===== config.mk =====
export PLATFORM = sky130hd
export DESIGN_NAME = nerv_button_in
export DESIGN_NICKNAME = d
export VERILOG_FILES = /design/src/rtl/nerv_button_pkg.sv /design/src/rtl/nerv_debounce.sv /design/src/rtl/nerv_button_in.sv
export SDC_FILE = /design/constraint.sdc
export NUM_CORES = 1
export LEC_CHECK = 0
export CORE_ASPECT_RATIO = 1.75
export CORE_MARGIN = 4
export CORE_UTILIZATION = 44
export DETAILED_ROUTE_END_ITERATION = 16
export HOLD_SLACK_MARGIN = 0.08
export PLACE_DENSITY_LB_ADDON = 0.12
export SKIP_LAST_GASP = 1
export SYNTH_ARGS = -nofsm -noshare
export SYNTH_HDL_FRONTEND = slang
export SYNTH_SLANG_ARGS = --single-unit

===== constraint.sdc =====
create_clock -name clock -period 2.56 [get_ports clock]
set_clock_uncertainty 0.2 [all_clocks]
set_input_delay 0.256 -clock clock [delete_from_list [all_inputs] [get_ports clock]]
set_output_delay 0.256 -clock clock [all_outputs]
set_load 0.05 [all_outputs]

===== src/rtl/nerv_button_pkg.sv =====
`default_nettype none
// ============================================================================
// Module      : nerv_button_pkg
// Description : Shared constants for the nervsoc pushbutton input block:
//               register word offsets and the channel-count ceiling.
// Revision    : 1.0 - initial release
// ============================================================================
package nerv_button_pkg;

  // Register select values taken from bus_addr[3:2]
  localparam logic [1:0] REG_STATE   = 2'd0;
  localparam logic [1:0] REG_PRESS   = 2'd1;
  localparam logic [1:0] REG_RELEASE = 2'd2;
  localparam logic [1:0] REG_IRQ_EN  = 2'd3;

  // Channels are packed into one 32-bit register word
  localparam int MAX_N_BTN = 32;

endpackage : nerv_button_pkg
`default_nettype wire


===== src/rtl/nerv_debounce.sv =====
`default_nettype none
// ============================================================================
// Module      : nerv_debounce
// Description : One pushbutton channel. Normalises polarity (pressed = 1),
//               synchronises with two flops, and accepts a new level only
//               after it has been held for DEBOUNCE_CYCLES cycles. The
//               rise/fall strobes are high in the cycle that precedes the
//               stable update, so a consumer latching them sees the event
//               on the same edge that stable changes.
// Revision    : 1.0 - initial release
// ============================================================================
module nerv_debounce
  import nerv_button_pkg::*;
#(
  parameter int DEBOUNCE_CYCLES = 12000,
  parameter bit ACTIVE_LOW      = 1'b1
) (
  input  logic clock,
  input  logic reset_n,
  input  logic raw,
  output logic stable,
  output logic rise,
  output logic fall
);

  localparam int                 CNT_W    = $clog2(DEBOUNCE_CYCLES);
  localparam logic [CNT_W-1:0]   CNT_LAST = CNT_W'(DEBOUNCE_CYCLES - 1);

  logic             pressed;
  logic             meta_q;
  logic             sync_q;
  logic             stable_q;
  logic             stable_d;
  logic [CNT_W-1:0] cnt_q;
  logic [CNT_W-1:0] cnt_d;

  assign pressed = ACTIVE_LOW ? ~raw : raw;

  // Two-flop synchroniser bringing the asynchronous pin into the clock domain
  always_ff @(posedge clock or negedge reset_n) begin
    if (!reset_n) begin
      meta_q <= 1'b0;
      sync_q <= 1'b0;
    end else begin
      meta_q <= pressed;
      sync_q <= meta_q;
    end
  end

  // Hold counter: any return to the stable level restarts the qualification
  always_comb begin
    stable_d = stable_q;
    cnt_d    = cnt_q;
    rise     = 1'b0;
    fall     = 1'b0;
    if (sync_q == stable_q) begin
      cnt_d = '0;
    end else if (cnt_q == CNT_LAST) begin
      stable_d = sync_q;
      cnt_d    = '0;
      rise     = sync_q;
      fall     = ~sync_q;
    end else begin
      cnt_d = cnt_q + CNT_W'(1);
    end
  end

  // Debounced level and qualification counter
  always_ff @(posedge clock or negedge reset_n) begin
    if (!reset_n) begin
      stable_q <= 1'b0;
      cnt_q    <= '0;
    end else begin
      stable_q <= stable_d;
      cnt_q    <= cnt_d;
    end
  end

  assign stable = stable_q;

endmodule : nerv_debounce
`default_nettype wire


===== src/rtl/nerv_button_in.sv =====
`default_nettype none
// ============================================================================
// Module      : nerv_button_in
// Description : Board pushbutton input block for nervsoc. Debounces N_BTN
//               channels and exposes STATE / PRESS / RELEASE / IRQ_EN through
//               a four-word register window with a fixed one-cycle handshake.
// Revision    : 1.0 - initial release
// ============================================================================
module nerv_button_in
  import nerv_button_pkg::*;
#(
  parameter int N_BTN           = 3,
  parameter int DEBOUNCE_CYCLES = 12000,
  parameter bit ACTIVE_LOW      = 1'b1
) (
  input  logic             clock,
  input  logic             reset_n,
  input  logic [N_BTN-1:0] btn_raw,
  input  logic             bus_valid,
  input  logic [3:0]       bus_addr,
  input  logic [3:0]       bus_wstrb,
  input  logic [31:0]      bus_wdata,
  output logic [31:0]      bus_rdata,
  output logic             bus_ready,
  output logic             irq
);

  logic [N_BTN-1:0] stable;
  logic [N_BTN-1:0] rise;
  logic [N_BTN-1:0] fall;

  logic [N_BTN-1:0] press_q,   press_d;
  logic [N_BTN-1:0] release_q, release_d;
  logic [N_BTN-1:0] irq_en_q,  irq_en_d;
  logic             ready_q,   ready_d;
  logic [31:0]      rdata_q,   rdata_d;
  logic             irq_q,     irq_d;

  logic             access;
  logic             is_write;
  logic [N_BTN-1:0] wr_bits;
  logic [N_BTN-1:0] wr_lanes;
  logic [31:0]      rd_word;
  logic             unused_bits;

  // Byte offset bits and data bits above the channel count carry no meaning
  assign unused_bits = ^{bus_addr[1:0], bus_wdata};

  // One independent debouncer per button
  for (genvar i = 0; i < N_BTN; i++) begin : g_ch
    nerv_debounce #(
      .DEBOUNCE_CYCLES (DEBOUNCE_CYCLES),
      .ACTIVE_LOW      (ACTIVE_LOW)
    ) u_deb (
      .clock   (clock),
      .reset_n (reset_n),
      .raw     (btn_raw[i]),
      .stable  (stable[i]),
      .rise    (rise[i]),
      .fall    (fall[i])
    );
  end

  // Per-channel write enable and data after byte-strobe qualification
  always_comb begin
    wr_bits  = '0;
    wr_lanes = '0;
    for (int i = 0; i < N_BTN; i++) begin
      wr_lanes[i] = bus_wstrb[i/8];
      wr_bits[i]  = bus_wdata[i] & bus_wstrb[i/8];
    end
  end

  // Register read mux: unused upper bits read as zero
  always_comb begin
    rd_word = '0;
    case (bus_addr[3:2])
      REG_STATE:   rd_word[N_BTN-1:0] = stable;
      REG_PRESS:   rd_word[N_BTN-1:0] = press_q;
      REG_RELEASE: rd_word[N_BTN-1:0] = release_q;
      default:     rd_word[N_BTN-1:0] = irq_en_q;
    endcase
  end

  // Next-state for handshake, sticky flags (set beats clear) and irq
  always_comb begin
    access    = bus_valid & ~ready_q;
    is_write  = access & (|bus_wstrb);
    ready_d   = access;
    rdata_d   = access ? rd_word : 32'd0;
    press_d   = press_q | rise;
    release_d = release_q | fall;
    irq_en_d  = irq_en_q;
    if (is_write) begin
      case (bus_addr[3:2])
        REG_PRESS:   press_d   = (press_q & ~wr_bits) | rise;
        REG_RELEASE: release_d = (release_q & ~wr_bits) | fall;
        REG_IRQ_EN:  irq_en_d  = (irq_en_q & ~wr_lanes) | wr_bits;
        default:     ;
      endcase
    end
    irq_d = |(press_q & irq_en_q);
  end

  // Register file, bus response and interrupt flops
  always_ff @(posedge clock or negedge reset_n) begin
    if (!reset_n) begin
      press_q   <= '0;
      release_q <= '0;
      irq_en_q  <= '0;
      ready_q   <= 1'b0;
      rdata_q   <= '0;
      irq_q     <= 1'b0;
    end else begin
      press_q   <= press_d;
      release_q <= release_d;
      irq_en_q  <= irq_en_d;
      ready_q   <= ready_d;
      rdata_q   <= rdata_d;
      irq_q     <= irq_d;
    end
  end

  assign bus_ready = ready_q;
  assign bus_rdata = rdata_q;
  assign irq       = irq_q;

endmodule : nerv_button_in
`default_nettype wire


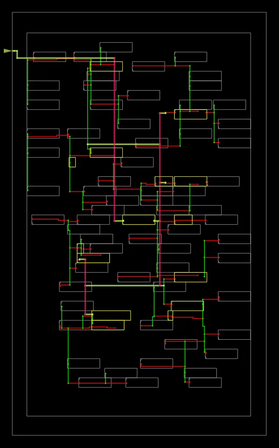
Figure 1: run 1, clock routing.
# clk buffers: 12
clk pwr: 0.00120 W
flop count: 65
clk_lat worst skew: 320 ps

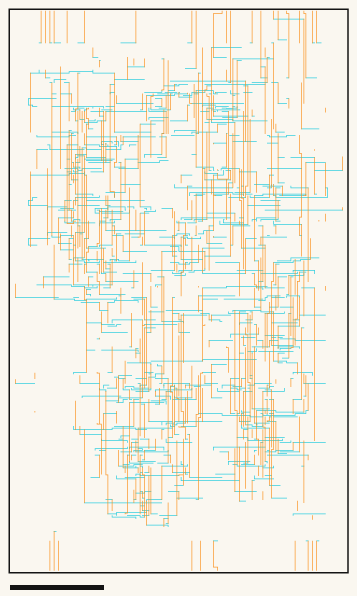
Figure 2: run 1, signal wires by layer.
The bar under the picture is 20 um long. Only two layers are drawn.
- M2: orange (wire length 3040 um)
- M1: cyan (wire length 2180 um)

==> metrics.cfg, run 1 <==
[status]
outcome=complete, no violations

[cells_and_area]
n_antenna_cell=0
mostFrequentLayoutCells=dfrtp_1 (65), nor2_1 (43), conb_1 (29)
nNetsFinal=376
largest_reg_flops=42
final_util_pct=52.4
final_layout_size_suffix_gt1_share_pct=9.06
fillCellCount=634
fin_area_um2=3620
instances_no_fill=415
area_growth_pct=14.7
mostFrequentLayoutCell=dfrtp_1
top_register=g_ch.u_deb.cnt_q

[floorplan]
die_h_um=120
ios=80
die-area_um2=8650
initCoreUtil_pct=45.7
rows=40
die_w_um=72.1
core_um2=6910

[synth]
avgSynthCellArea_um2=10.5
yosysWarnings=0
ys_seq_share_pct=51.5
syn_inst=300
yosys_area_um2=3160
topCellsByArea=dfrtp_1 (51%), buf_4 (7.4%), xnor2_1 (7.2%)
synth-compound-area-share_pct=2.61
mux_share_pct=3.68
xor_share_pct=10.5
top_cells_by_count=dfrtp_1 (65), nor2_1 (43), buf_4 (31)
synth.most_common_cell=dfrtp_1
netlist_logic_family_top=simple AND/OR/NAND/NOR gates
edf_count=0
synth_area_um2=3160
simple_gate_share_pct=21.1
synthFlopType=dfrtp_1
synthArstFlopShare_pct=100
synth.distinct_cells=33
yosys_cells=300
top_cell_area_share_pct=51.5
ys_ff=65
yosysTopAreaCell=dfrtp_1
adder_share_pct=1.19

[min_path]
hp-start=g_ch[0].u_deb.meta_q$_DFF_PN0_
hold_class=flop to flop
hold-path-endpoint=g_ch[0].u_deb.sync_q$_DFF_PN0_
worstHoldPathCells=0

[critical_path]
crit_slowest_cell=or4b_1
endpoint_kind=flop
cp_data_arrival_time_ps=2090
cp.buffers_inverters=0
cpPeakStageDelay_ps=530
critPathLaunch=g_ch[2].u_deb.cnt_q[5]$_DFF_PN0_
path_delay_family=simple AND/OR/NAND/NOR gates
r2r-start=g_ch[2].u_deb.cnt_q[5]$_DFF_PN0_
crit_chain=or4b_1, or4_4, nand2_2, nor2_1
endpoint=g_ch[2].u_deb.cnt_q[3]$_DFF_PN0_
r2r_cells=4
cp.depth=4
cp_data_required_time_ps=2560
reg2reg_to=g_ch[2].u_deb.cnt_q[3]$_DFF_PN0_
rrSetupSlack_ps=460
start_kind=flop
worst-setup-path-type=flop to flop
crit_fanout=12

[placed_design]
dp_hpwl_mm=3.87
io_buffers=16
dp.cells=399
gp_congestion=0.805
pre_cts_ws_ps=450
postPlaceCellArea_um2=3320

[grt]
grt_pass1_vias=2139
antenna_found_initial=0
grt_max_degree=66
grt_overflow=0
grt.total_usage_pct=14.5
grt_pass1_wl_mm=9.75

[power]
total_power_w=0.00255
powerComb_w=0.000252
clkPwrFrac_pct=46.9
maxPowerGroup=clock
p_per_area_nw_per_um2=704
netSwitchingFraction_pct=24.0
p_comb_share_pct=9.9
p_seq_share_pct=43.2
p_sw_w=0.000613
internal-power_w=0.00194
ir_drop_v=0.000334
pg_seq_w=0.00110
leakage_nw=1.56

[job]
maxCapViolCount=0
warning_count=60

[drt]
drcViolationCount=0
drt_iter0_markers=81
viasPerCell=5.01
wirelength_mm=5.51
postRouteAntennaNets=0
first_pass_iters=4
num_vias=2080
routedWlPerCell_um=13.3

[sta]
rsz0062_at_grt=false
max_freq_ghz=0.477
setup_tns_ps=0
fin_ws_ps=463
finalMaxSlewViolations=0
fin_crit_sh_pct=81.9
finalHoldViolCount=0
post-route-min-period_ps=2100
setup_violations=0
worst_pin_slew_ps=514
relSlewSlack_pct=65.6
hold_slack_ps=144

[clock_tree]
hold_buffers=1
htree_num_levels=3
cts_buffer_depth=2
cts_buffers=9
clock_sinks=65
cts-resized-gates=0
root_buffer=clkbuf_16
path_clk_slew_ps=50
postCtsSetupBuffers=0
cts_tree=done

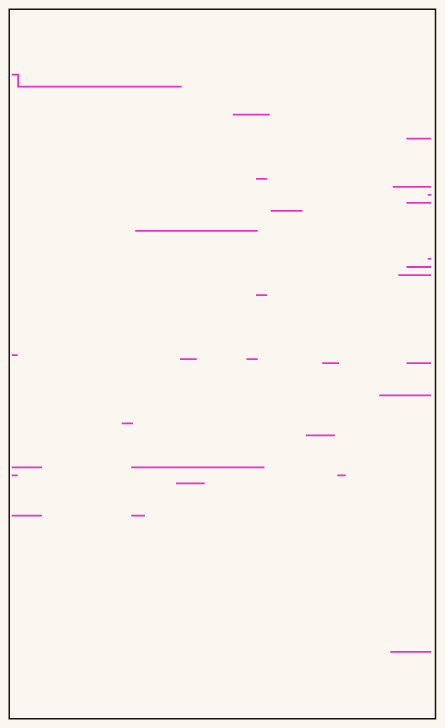
Figure 3: run 1, the metal 3 layer.
- nets with wire on the layer: 21
- share of all routed wire: 2.9%

[run 1: layout make-up]
cell class	instances	area [um^2]	share of cell area [%]
timing repair buffer	20	200	5.53
inverter	13	48.8	1.35
sequential	65	1630	44.9
clock buffer	12	256	7.08
tap	84	105	2.90
clock inverter	3	40.0	1.11
multi-input combinational	218	1350	37.1
[run 1: routing by layer]
| metal | track usage, % | vias up | wire length [um] |
|---|---|---|---|
| li1 | - | 1023 | - |
| met1 | 16.4 | 1013 | 2180 |
| met2 | 24.0 | 32 | 3040 |
| met3 | 4.02 | 12 | 162 |
| met4 | 7.88 | 0 | 129 |
| met5 | 0 | - | 0 |
--- run 2 (diff from run 1) ---
==> constraint.sdc (replaced) <==
create_clock -name clock -period 1.8 [get_ports clock]
set_clock_uncertainty 0.2 [all_clocks]
set_input_delay 0.18 -clock clock [delete_from_list [all_inputs] [get_ports clock]]
set_output_delay 0.18 -clock clock [all_outputs]
set_load 0.05 [all_outputs]
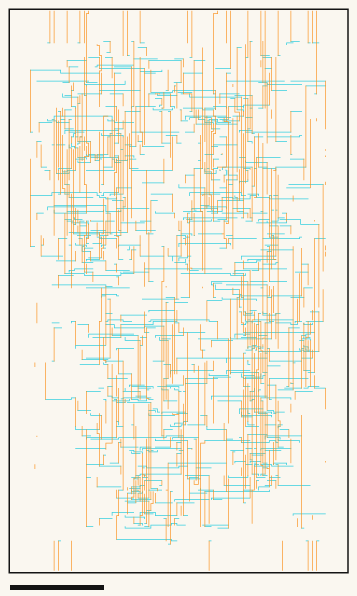
Figure 4: run 2, signal wires by layer.
The bar under the picture is 20 um long. Only two layers are drawn.
- M1: cyan (wire length 2300 um)
- M2: orange (wire length 3590 um)

==> metrics.cfg, run 2 <==
[cells_and_area]
fillCellCount=608
instances_no_fill=452
comb_share_pct=37.0
clockNetworkAreaShare_pct=7.85
fin_area_um2=4170
n_antenna_cell=0
largest_reg_flops=42
sh_seq_area_pct=39.0
num-nonclk-buffers=55
buffer_area_share_pct=12.5
final_layout_size_suffix_gt1_share_pct=28.8
inv_count=13
nMultiInputCombCells=219
mi_logic_area_um2=1540
area_growth_pct=32.1
nNetsFinal=412
mostFrequentLayoutCell=dfrtp_1
biggestCellCategory=flip-flops and latches
flop_area_um2=1630

[synth]
yosys_area_um2=3160
synth_area_um2=3160
top_cell_area_share_pct=51.5
synth.distinct_cells=33
ys_seq_share_pct=51.5
yosysTopAreaCell=dfrtp_1
synthFlopType=dfrtp_1
topCellsByArea=dfrtp_1 (51%), buf_4 (7.4%), xnor2_1 (7.2%)
syn_inst=300
edf_count=0
ys_ff=65
yosys_cells=300
top_cells_by_count=dfrtp_1 (65), nor2_1 (43), buf_4 (31)
synth.most_common_cell=dfrtp_1

[sta]
hold_slack_ps=134
rsz0062_at_grt=true
fin_crit_sh_pct=110
finalHoldViolCount=0
post-route-min-period_ps=1980
setup_tns_ps=-4100
max_freq_ghz=0.504
fin_ws_ps=-182
finalMaxSlewViolations=0
setup_violations=40

[power]
powerComb_w=0.000444
pg_seq_w=0.00157
p_seq_share_pct=40.6
maxPowerGroup=clock
p_per_area_nw_per_um2=925
ir_drop_v=0.000597
total_power_w=0.00386
netSwitchingFraction_pct=24.0
leakage_nw=1.81
p_sw_w=0.000926
clkPwrFrac_pct=47.9

[critical_path]
cp_data_required_time_ps=1810
endpoint_kind=flop
cp.buffers_inverters=0
crit_fanout=5
critPathLaunch=g_ch[2].u_deb.cnt_q[12]$_DFF_PN0_
path_delay_family=simple AND/OR/NAND/NOR gates
cpPeakStageDelay_ps=500
cp_data_arrival_time_ps=1990
crit_chain=or4b_1, or4_4, mux2_4
start_kind=flop
reg2reg_to=g_ch[2].u_deb.stable$_DFFE_PN0P_
endpoint=g_ch[2].u_deb.stable$_DFFE_PN0P_
r2r_cells=3
r2r-start=g_ch[2].u_deb.cnt_q[12]$_DFF_PN0_
worst-setup-path-type=flop to flop
rrSetupSlack_ps=-180
cp.depth=3

[clock_tree]
cts_tree=done
cts_buffer_depth=2
htree_num_levels=3
path_clk_slew_ps=50
postCtsSetupBuffers=5
insertion_delay_ps=330

[floorplan]
rows=40
taps=84
core_um2=6910
initCoreUtil_pct=45.7
die_h_um=120
ios=80
die-area_um2=8650

[grt]
grtUsageMet3_pct=5.20
grt_pass1_vias=2411
grt_max_degree=66
use_met1_pct=16.5
grt_overflow=0
grt_pass1_wl_mm=10.7
grt.total_usage_pct=16.1
top_usage_layer=met2
antenna_found_initial=0
use_met2_pct=28.5

[placed_design]
io_buffers=16
gp_congestion=0.786
dp_hpwl_mm=4.16
dp.cells=428

[drt]
wirelength_mm=6.26
drcViolationCount=0
met3_wirelength_um=223
postRouteAntennaNets=0
met1_length_mm=2.30
top_layer=met4
routedWlPerCell_um=13.8

[job]
warning_count=63

[status]
violations=negative setup slack
outcome=complete, but fails checks

[min_path]
worstHoldPathCells=2
hp-start=btn_raw[0]
hold-path-endpoint=g_ch[0].u_deb.meta_q$_DFF_PN0_
hold_class=input port to flop

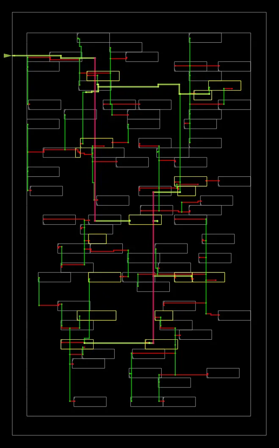
Figure 5: run 2, clock routing.
CTS sink count: 65
Num CTS Buffers: 9

## run 2: netlist changes by cell type in the layout (fill, tap and decap cells not counted), sizes merged
| cell | previous run | this run |
|---|---|---|
| clkinv | 2 | 0 |
| clkbuf | 12 | 15 |
| nand2 | 25 | 26 |
| buf | 4 | 44 |
| clkdlybuf4s50 | 15 | 10 |
## run 2: logic make-up after synthesis
| group | Yosys count | synth area share, % |
|---|---|---|
| AOI/OAI and AO/OA | 10 | 2.61 |
| xor gates and xnor gates | 38 | 10.5 |
| adders and majority gates | 3 | 1.19 |
| buffers and inverters | 45 | 9.27 |
| DFF | 65 | 51.5 |
| muxes | 7 | 3.68 |
| other | 1 | 0.119 |
| and+or+nand+nor | 131 | 21.1 |
--- run 3 (diff from run 2) ---
--- a/config.mk
+++ b/config.mk
@@ -10,6 +10,7 @@
 export CORE_UTILIZATION = 44
 export DETAILED_ROUTE_END_ITERATION = 16
 export HOLD_SLACK_MARGIN = 0.08
+export MAX_ROUTING_LAYER = met4
 export PLACE_DENSITY_LB_ADDON = 0.12
 export SKIP_LAST_GASP = 1
 export SYNTH_ARGS = -nofsm -noshare
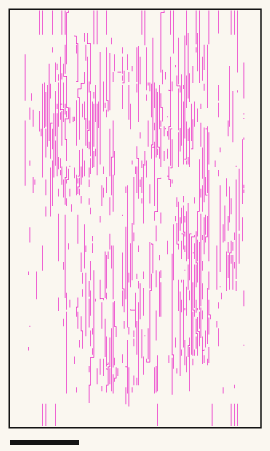
Figure 6: run 3, metal 2.
The bar under the picture is 20 um long.
- main direction: vertical
- share of all routed wire: 58%
- longest straight run: 40.8 um
- nets with wire on the layer: 341
- wire length on this layer: 3630 um

==> metrics.cfg, run 3 <==
[status]
outcome=complete, but fails checks
violations=negative setup slack

[synth]
yosys_area_um2=3160
synth.distinct_cells=33
ys_seq_share_pct=51.5
synth-compound-area-share_pct=2.61
topCellsByArea=dfrtp_1 (51%), buf_4 (7.4%), xnor2_1 (7.2%)
yosys_cells=300
syn_inst=300
netlist_logic_family_top=simple AND/OR/NAND/NOR gates
yosysTopAreaCell=dfrtp_1
yosysWarnings=0
top_cells_by_count=dfrtp_1 (65), nor2_1 (43), buf_4 (31)
synth.most_common_cell=dfrtp_1
mux_share_pct=3.68
synthArstFlopShare_pct=100
top_cell_area_share_pct=51.5
adder_share_pct=1.19
ys_ff=65
synthFlopType=dfrtp_1
avgSynthCellArea_um2=10.5
xor_share_pct=10.5
edf_count=0

[floorplan]
initCoreUtil_pct=45.7
ios=80
taps=84
die-area_um2=8650
die_w_um=72.1
rows=40

[grt]
grt_overflow=0
grt_max_degree=66
grt_pass1_vias=2401
grt_pass1_wl_mm=10.8
antenna_found_initial=0
grt.total_usage_pct=16.6

[clock_tree]
cts_buffers=9
postCtsSetupBuffers=5
hold_buffers=1
clock_sinks=65
cts_buffer_depth=2
cts_tree=done
insertion_delay_ps=330
cts-resized-gates=25
htree_num_levels=3

[drt]
wirelength_mm=6.28
viasPerCell=5.02
first_pass_iters=6
drcViolationCount=0
num_vias=2275
routedWlPerCell_um=13.9
postRouteAntennaNets=0

[critical_path]
crit_chain=or4b_1, or4_4, mux2_4
critPathLaunch=g_ch[2].u_deb.cnt_q[12]$_DFF_PN0_
r2r-start=g_ch[2].u_deb.cnt_q[12]$_DFF_PN0_
cp.buffers_inverters=0
r2r_cells=3
cp_data_arrival_time_ps=1990
reg2reg_to=g_ch[2].u_deb.stable$_DFFE_PN0P_
cpPeakStageDelay_ps=500
worst-setup-path-type=flop to flop
endpoint=g_ch[2].u_deb.stable$_DFFE_PN0P_
cp.depth=3
crit_slowest_cell=or4b_1
endpoint_kind=flop
rrSetupSlack_ps=-180
path_delay_family=simple AND/OR/NAND/NOR gates

[sta]
max_freq_ghz=0.505
rsz0062_at_grt=true
finalHoldViolCount=0
finalMaxSlewViolations=0
setup_violations=41
post-route-min-period_ps=1980
fin_ws_ps=-181
fin_crit_sh_pct=110

[cells_and_area]
seq_cells=65
n_antenna_cell=0
nMultiInputCombCells=219
buffer_area_share_pct=12.7
final_layout_size_suffix_gt1_share_pct=29.3
top_register=g_ch.u_deb.cnt_q
mostFrequentLayoutCells=dfrtp_1 (65), buf_4 (37), conb_1 (29)
biggestCellCategory=flip-flops and latches
mi_logic_area_um2=1550
fillCellCount=605
sh_seq_area_pct=38.9
largest_reg_flops=42
flop_area_um2=1630
inv_count=13
comb_share_pct=36.9
area_growth_pct=32.4
clockNetworkAreaShare_pct=7.83
num-nonclk-buffers=56
fin_area_um2=4180
clkbuf_count=15

[power]
ir_drop_v=0.000595
total_power_w=0.00386
powerComb_w=0.000450
leakage_nw=1.81
p_seq_share_pct=40.6
clock_power_w=0.00184
internal-power_w=0.00294
clkPwrFrac_pct=47.8
maxPowerGroup=clock
netSwitchingFraction_pct=23.9
p_sw_w=0.000924
pg_seq_w=0.00157

[job]
warning_count=63
maxCapViolCount=0

[placed_design]
io_buffers=16
pre_cts_ws_ps=-167
gp_congestion=0.796
dp_hpwl_mm=4.16

[min_path]
hp-start=btn_raw[1]
worstHoldPathCells=2
hold_class=input port to flop
hold-path-endpoint=g_ch[1].u_deb.meta_q$_DFF_PN0_

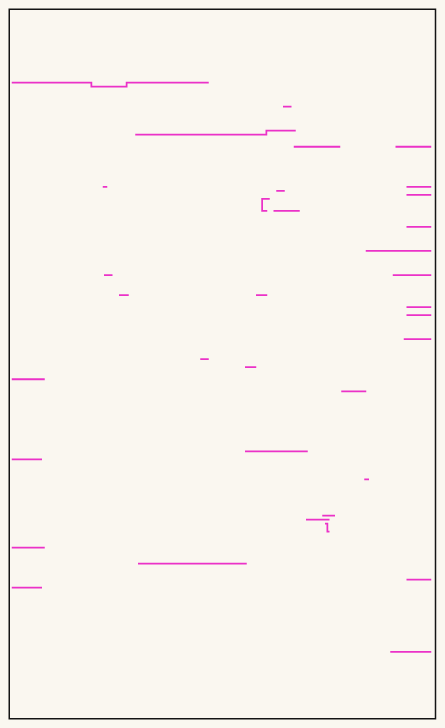
Figure 7: run 3, the metal 3 layer.
- longest straight run: 22.1 um
- share of all routed wire: 3.3%

-- run 3: cell types whose count changed in the layout (fill, tap and decap cells not counted), sizes merged --
cell  previous run  this run
buf             44        45
-- run 3: through the flow --
step / utilization, % / hold WS (ps) / cells / TNS, ps
final: 60.6 / 137 / 453 / -4130
after global routing: 60.6 / 128 / 453 / -6560
after CTS: 59.1 / 122 / 453 / -3770
after detailed placement: 51.7 / 21.4 / 428 / -3060
after global placement: 51.7 / 20.7 / 428 / -2800
after floorplan: - / -316 / 328 / -2090
-- run 3: per-layer routing --
metal  vias up  track usage [%]  share of wire [%]
li1       1091                -                  -
met1      1128             16.9                 37
met2        41             28.3                 58
met3        15             5.20                3.2
met4         0             7.88                2.5
met5         -                -                  0
Power and IR drop assume default switching activity.
